### Power grid

Pins as bars on the die edge. Tap cells in grey.
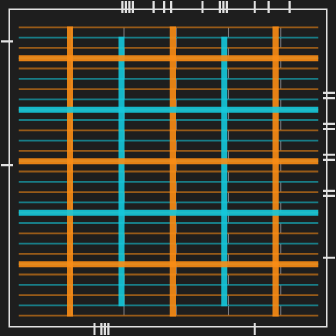
### Placed cells, one colour a class

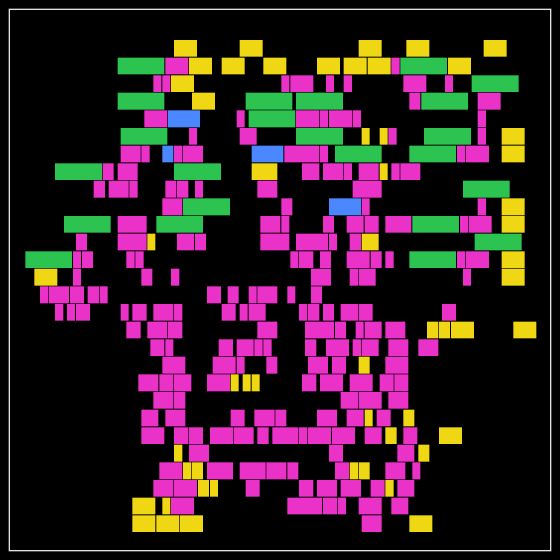
### Routed clock nets over the placement

Bar = 20 um.
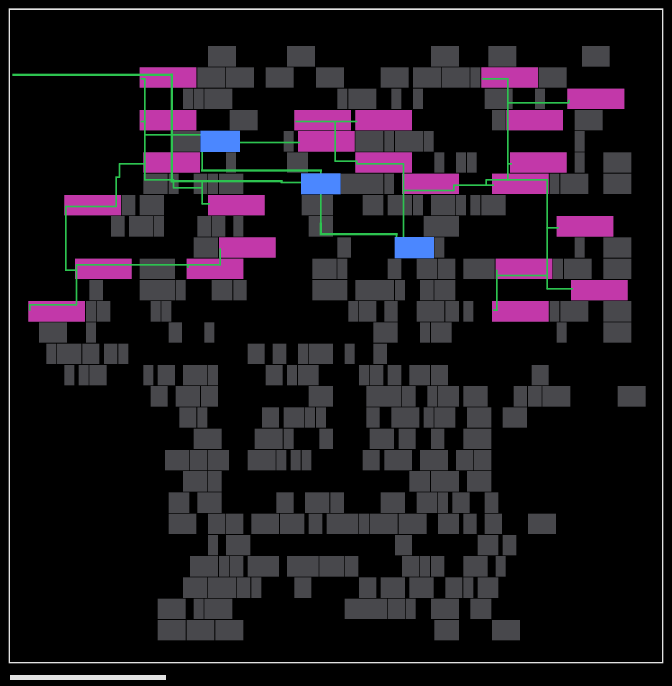
### Metal layers overlaid

Bar = 20 um.
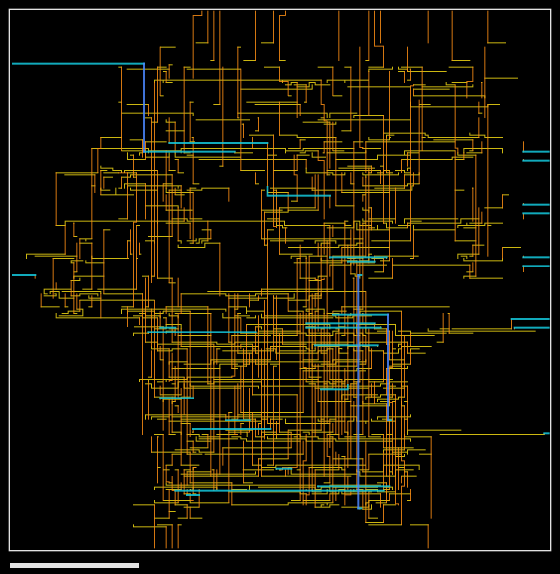
File: config.mk
export PLATFORM = sky130hd
export DESIGN_NAME = key_ascii_tracker
export DESIGN_NICKNAME = d
export VERILOG_FILES = /design/src/rtl/key_ascii_tracker_pkg.sv /design/src/rtl/scancode_to_ascii.sv /design/src/rtl/key_ascii_tracker.sv
export SDC_FILE = /design/constraint.sdc
export NUM_CORES = 1
export LEC_CHECK = 0
export CAP_MARGIN = 20
export CORE_MARGIN = 2
export CORE_UTILIZATION = 31
export DETAILED_ROUTE_END_ITERATION = 7
export GPL_TIMING_DRIVEN = 0
export PLACE_DENSITY = 0.5
export SLEW_MARGIN = 5
export SYNTH_ARGS = -nofsm -noshare
export SYNTH_HDL_FRONTEND = slang
export SYNTH_SLANG_ARGS = --single-unit
File: constraint.sdc
create_clock -name clk -period 4.14 [get_ports clk]
set_clock_uncertainty 0.2 [all_clocks]
set_input_delay 0.414 -clock clk [delete_from_list [all_inputs] [get_ports clk]]
set_output_delay 0.414 -clock clk [all_outputs]
set_load 0.1 [all_outputs]
File: src/rtl/key_ascii_tracker_pkg.sv
// Shared definitions for the PS/2 scan-code-set-2 to ASCII tracker:
// prefix FSM states, event classes and the scan codes the design reacts to.
package key_ascii_tracker_pkg;

    typedef enum logic [1:0] {
        ST_IDLE,
        ST_EXT,
        ST_BRK,
        ST_EXT_BRK
    } prefix_state_t;

    typedef enum logic [1:0] {
        EV_NONE,
        EV_MAKE,
        EV_BREAK,
        EV_EXTENDED
    } key_event_t;

    localparam logic [7:0] CODE_EXT    = 8'hE0;
    localparam logic [7:0] CODE_BRK    = 8'hF0;

    localparam logic [7:0] CODE_LSHIFT = 8'h12;
    localparam logic [7:0] CODE_RSHIFT = 8'h59;
    localparam logic [7:0] CODE_CAPS   = 8'h58;

    localparam logic [7:0] CODE_SPACE  = 8'h29;
    localparam logic [7:0] CODE_ENTER  = 8'h5A;
    localparam logic [7:0] CODE_BKSP   = 8'h66;

    localparam logic [7:0] ASCII_SPACE = 8'h20;
    localparam logic [7:0] ASCII_ENTER = 8'h0D;
    localparam logic [7:0] ASCII_BKSP  = 8'h08;

    // Distance between a lowercase letter and its uppercase form.
    localparam logic [7:0] CASE_OFFSET = 8'h20;

endpackage

File: src/rtl/scancode_to_ascii.sv
// Combinational scan-code-set-2 make code to ASCII lookup; hit marks a
// mapped code, upper selects uppercase for letters only.
module scancode_to_ascii
    import key_ascii_tracker_pkg::*;
(
    input  logic [7:0] code,
    input  logic       upper,
    output logic [7:0] ascii,
    output logic       hit
);

    logic [7:0] base;
    logic       letter;

    always_comb begin
        // NOTE: every output of a combinational block gets a default first, so no path leaves it unassigned and no latch is inferred.
        base   = 8'h00;
        letter = 1'b0;
        hit    = 1'b1;
        unique case (code)
            8'h1C: begin base = 8'h61; letter = 1'b1; end
            8'h32: begin base = 8'h62; letter = 1'b1; end
            8'h21: begin base = 8'h63; letter = 1'b1; end
            8'h23: begin base = 8'h64; letter = 1'b1; end
            8'h24: begin base = 8'h65; letter = 1'b1; end
            8'h2B: begin base = 8'h66; letter = 1'b1; end
            8'h34: begin base = 8'h67; letter = 1'b1; end
            8'h33: begin base = 8'h68; letter = 1'b1; end
            8'h43: begin base = 8'h69; letter = 1'b1; end
            8'h3B: begin base = 8'h6A; letter = 1'b1; end
            8'h42: begin base = 8'h6B; letter = 1'b1; end
            8'h4B: begin base = 8'h6C; letter = 1'b1; end
            8'h3A: begin base = 8'h6D; letter = 1'b1; end
            8'h31: begin base = 8'h6E; letter = 1'b1; end
            8'h44: begin base = 8'h6F; letter = 1'b1; end
            8'h4D: begin base = 8'h70; letter = 1'b1; end
            8'h15: begin base = 8'h71; letter = 1'b1; end
            8'h2D: begin base = 8'h72; letter = 1'b1; end
            8'h1B: begin base = 8'h73; letter = 1'b1; end
            8'h2C: begin base = 8'h74; letter = 1'b1; end
            8'h3C: begin base = 8'h75; letter = 1'b1; end
            8'h2A: begin base = 8'h76; letter = 1'b1; end
            8'h1D: begin base = 8'h77; letter = 1'b1; end
            8'h22: begin base = 8'h78; letter = 1'b1; end
            8'h35: begin base = 8'h79; letter = 1'b1; end
            8'h1A: begin base = 8'h7A; letter = 1'b1; end
            8'h45: base = 8'h30;
            8'h16: base = 8'h31;
            8'h1E: base = 8'h32;
            8'h26: base = 8'h33;
            8'h25: base = 8'h34;
            8'h2E: base = 8'h35;
            8'h36: base = 8'h36;
            8'h3D: base = 8'h37;
            8'h3E: base = 8'h38;
            8'h46: base = 8'h39;
            CODE_SPACE: base = ASCII_SPACE;
            CODE_ENTER: base = ASCII_ENTER;
            CODE_BKSP:  base = ASCII_BKSP;
            default:    hit  = 1'b0;
        endcase

        ascii = (letter && upper) ? base - CASE_OFFSET : base;
    end

endmodule

File: src/rtl/key_ascii_tracker.sv
// Tracks PS/2 set-2 key events: E0/F0 prefix FSM, shift/caps modifiers and
// a two-deep history of typed ASCII characters.
module key_ascii_tracker
    import key_ascii_tracker_pkg::*;
(
    input  logic       clk,
    input  logic       rst,
    input  logic       byte_valid,
    input  logic [7:0] byte_in,
    output logic [7:0] ascii1,
    output logic [7:0] ascii2,
    output logic       new_char,
    output logic       shift_active,
    output logic       caps_on
);

    prefix_state_t state, state_next;
    key_event_t    key_event;

    logic       lshift_held;
    logic       rshift_held;
    logic       caps_held;
    logic [7:0] lookup_ascii;
    logic       lookup_hit;

    always_ff @(posedge clk) begin
        // NOTE: sequential state is written with non-blocking assignments so every flop samples pre-edge values.
        if (rst) begin
            state <= ST_IDLE;
        end else begin
            state <= state_next;
        end
    end

    always_comb begin
        state_next = state;
        key_event  = EV_NONE;
        if (byte_valid) begin
            state_next = ST_IDLE;
            unique case (state)
                ST_IDLE: begin
                    if (byte_in == CODE_EXT) begin
                        state_next = ST_EXT;
                    end else if (byte_in == CODE_BRK) begin
                        state_next = ST_BRK;
                    end else begin
                        key_event = EV_MAKE;
                    end
                end
                ST_EXT: begin
                    if (byte_in == CODE_BRK) begin
                        state_next = ST_EXT_BRK;
                    end else begin
                        key_event = EV_EXTENDED;
                    end
                end
                ST_BRK:     key_event = EV_BREAK;
                ST_EXT_BRK: key_event = EV_EXTENDED;
            endcase
        end
    end

    // Case selection uses the modifier state as it was before this byte.
    scancode_to_ascii u_lookup (
        .code  (byte_in),
        .upper (shift_active ^ caps_on),
        .ascii (lookup_ascii),
        .hit   (lookup_hit)
    );

    assign shift_active = lshift_held | rshift_held;

    always_ff @(posedge clk) begin
        if (rst) begin
            ascii1      <= 8'h00;
            ascii2      <= 8'h00;
            new_char    <= 1'b0;
            lshift_held <= 1'b0;
            rshift_held <= 1'b0;
            caps_held   <= 1'b0;
            caps_on     <= 1'b0;
        end else begin
            new_char <= 1'b0;
            unique case (key_event)
                EV_MAKE: begin
                    if (byte_in == CODE_LSHIFT) lshift_held <= 1'b1;
                    if (byte_in == CODE_RSHIFT) rshift_held <= 1'b1;
                    if (byte_in == CODE_CAPS) begin
                        // Typematic repeats of caps lock arrive with caps_held set.
                        if (!caps_held) caps_on <= ~caps_on;
                        caps_held <= 1'b1;
                    end
                    if (lookup_hit) begin
                        ascii2   <= ascii1;
                        ascii1   <= lookup_ascii;
                        new_char <= 1'b1;
                    end
                end
                EV_BREAK: begin
                    if (byte_in == CODE_LSHIFT) lshift_held <= 1'b0;
                    if (byte_in == CODE_RSHIFT) rshift_held <= 1'b0;
                    if (byte_in == CODE_CAPS)   caps_held   <= 1'b0;
                end
                EV_NONE, EV_EXTENDED: ;
            endcase
        end
    end

endmodule

==> results.tsv <==
stage	metric	value	unit
die	row_count	28	
final_layout	layout_top_cell	nand2_1	
logic_synthesis	top_cell	nand2_1	
final_timing	tightest_slew	0.970	ns
logic_synthesis	synth-edff-count	0	
clock_network	clock_latency	0.26	ns
global_route	overflow	0	
die	ioPinCount	30	
final_timing	rsz0062_at_grt	no	
logic_synthesis	seq_area_frac_synth	0.235	
logic_synthesis	ys.flops	23	
die	fp_util	0.325	
global_route	grt_max_degree	14	
worst_setup_path	crit_path_start_kind	primary input	
die	die_h	83.5	um
worst_setup_path	crit_start	byte_in[0]	
min_path	hold_start	ascii2[0]$_SDFFE_PP0P_	
flow_run	tool_warnings	27	
worst_setup_path	crit_required	4.10	ns
logic_synthesis	top_cell_area_share	0.235	
power_and_ir_drop	finalPower	0.545	mW
worst_setup_path	end_kind	register	
min_path	whs_path_depth	2	
final_layout	final-comb-area	1340	um^2
die	die_x	83.5	um
clock_network	clock_sinks	23	
flow_run	max_cap_violations	0	
clock_network	path_clk_slew	0.08	ns
power_and_ir_drop	power_leakage	0.833	nW
logic_synthesis	async_flop_share	0	
routing	wl_per_cell	15.3	um
logic_synthesis	flop_cell	dfxtp_1	
worst_setup_path	r2r-end	ascii1[3]$_SDFFE_PP0P_	
final_layout	layout-drive-gt1-share	0.0883	
routing	drt-total-wl	5490	um
logic_synthesis	synth_warnings	0	
place	hpwl	4160	um
final_timing	slew_headroom	0.351	
routing	vias	2004	
place	portBuffers	29	
logic_synthesis	yosys_cells	251	
final_timing	setup-violations-final	0	
logic_synthesis	syn_nets	265	
routing	ant_nets	0	
logic_synthesis	synth.avg_cell_area	7.80	um^2
worst_setup_path	reg2reg_slack	1.22	ns
min_path	min_path_type	reg -> reg	
power_and_ir_drop	vdd_drop_max	0.133	mV
worst_setup_path	cp_num_cells	15	
logic_synthesis	synthTopCellsByCount	nand2_1 (31), dfxtp_1 (23), nor2_1 (16)	
clock_network	ctsHoldBuffers	0	
final_timing	tns	0	ns
routing	via_per_inst	5.60	
worst_setup_path	critPathMaxFanout	10	
final_timing	fmax	0.259	GHz
worst_setup_path	crit_arrival	3.83	ns
final_layout	nFillCells	647	
clock_network	cts_made_buffers	3	
clock_network	cts_resized	0	
global_route	grt_pass1_vias	1842	
worst_setup_path	critPathCapture	ascii1[3]$_SDFFE_PP0P_	
logic_synthesis	syn_inst	251	
place	gp_routability_congestion	0.839	
logic_synthesis	yosysUniqueCellTypes	65	
clock_network	cts-root-buf	clkbuf_8	
clock_network	cts.htree.levels	1	
run_status	status	finished clean	
logic_synthesis	ys_chip_area	1960	um^2
final_timing	worst_slack	0.278	ns
final_timing	slew_viol_final	0	
worst_setup_path	crit_top_cell	buf_2	
final_timing	finalCritPeriodShare	0.933	
worst_setup_path	r2r_cells	10	
final_layout	final_cell_mix	nand2_1 (31), clkdlybuf4s50_1 (29), dfxtp_1 (23)	
global_route	grt_pass1_wl	9260	um
worst_setup_path	path_buffers	6	
clock_network	post_cts_buffers	0	
worst_setup_path	cpPeakStageDelay	0.49	ns
final_layout	final_nets	298	
About 'Power grid':
orange -> VSS
cyan -> VDD
signal pins = 30
tap cells = 75

About 'Placed cells, one colour a class':
yellow -> remaining buffers and delay cells  # cells 54, share of their area 18%
green -> sequential cells  # cells 23, share of their area 20%
magenta -> remaining logic cells  # cells 202, share of their area 60%
blue -> clock drivers and dummy loads  # cells 4, share of their area 2.0%

About 'Routed clock nets over the placement':
blue -> clock-net drivers  # count 3
green -> clock wires  # length 305 um
magenta -> flip-flops  # count 23
routed clock nets = 4

About 'Metal layers overlaid':
yellow -> M1  # wire length 2640 um
cyan -> M3  # wire length 245 um
blue -> M4  # wire length 66.0 um
orange -> M2  # wire length 2530 um

-- per-stage QoR --
step	hold WS, ns	utilization	instances	instance area (um^2)
final	0.261	0.396	358	2380
after global routing	0.278	0.396	358	2380
after CTS	0.265	0.396	359	2390
after global placement	0.241	0.388	355	2340
after floorplan	0.248	-	251	1960
after detailed placement	0.253	0.388	355	2340
-- routing by layer --
metal,track usage,wire length [um],part of all wire
met1,0.226,2640,0.48
met2,0.258,2530,0.46
met3,0.0277,244,0.044
met4,0.0308,65,0.012
met5,0,0,0
-- kinds of logic (layout without fill, tap and decap cells) --
family / after synthesis / count (layout) / synth area share
flip-flops: 23 / 23 / 0.235
XOR/XNOR: 5 / 5 / 0.0224
AND-OR/OR-AND: 63 / 63 / 0.245
buffers and inverters: 35 / 67 / 0.0786
AND/OR/NAND/NOR: 107 / 107 / 0.322
adder cells (fa/ha/maj): 3 / 3 / 0.0192
multiplexers: 15 / 15 / 0.0780
-- where the power goes --
part	total, mW	switching (mW)	internal [mW]
Combinational	0.175	0.113	0.0620
Sequential	0.231	0.00359	0.227
Clock	0.140	0.0725	0.0672
-- cell type report --
class / instances / area share
inverters: 9 / 0.0142
flip-flops and latches: 23 / 0.193
well taps: 75 / 0.0394
multi-input cells: 193 / 0.563
plain buffers: 25 / 0.0488
clock inverters: 1 / 0.00210
repair buffers: 29 / 0.122
clock buffers: 3 / 0.0173
-- worst register-to-register path, stage by stage, from the launching register on --
cell and delay [ns]:
dfxtp_1 0.34, and4b_1 0.26, and3_1 0.22, nand2_1 0.10, and2_1 0.20, o21ai_0 0.10, ha_1 0.18, clkbuf_1 0.34
nand3_1 0.15, or4_1 0.49, o221a_1 0.23
No activity file was given, so power comes from the tool's default toggle rates.
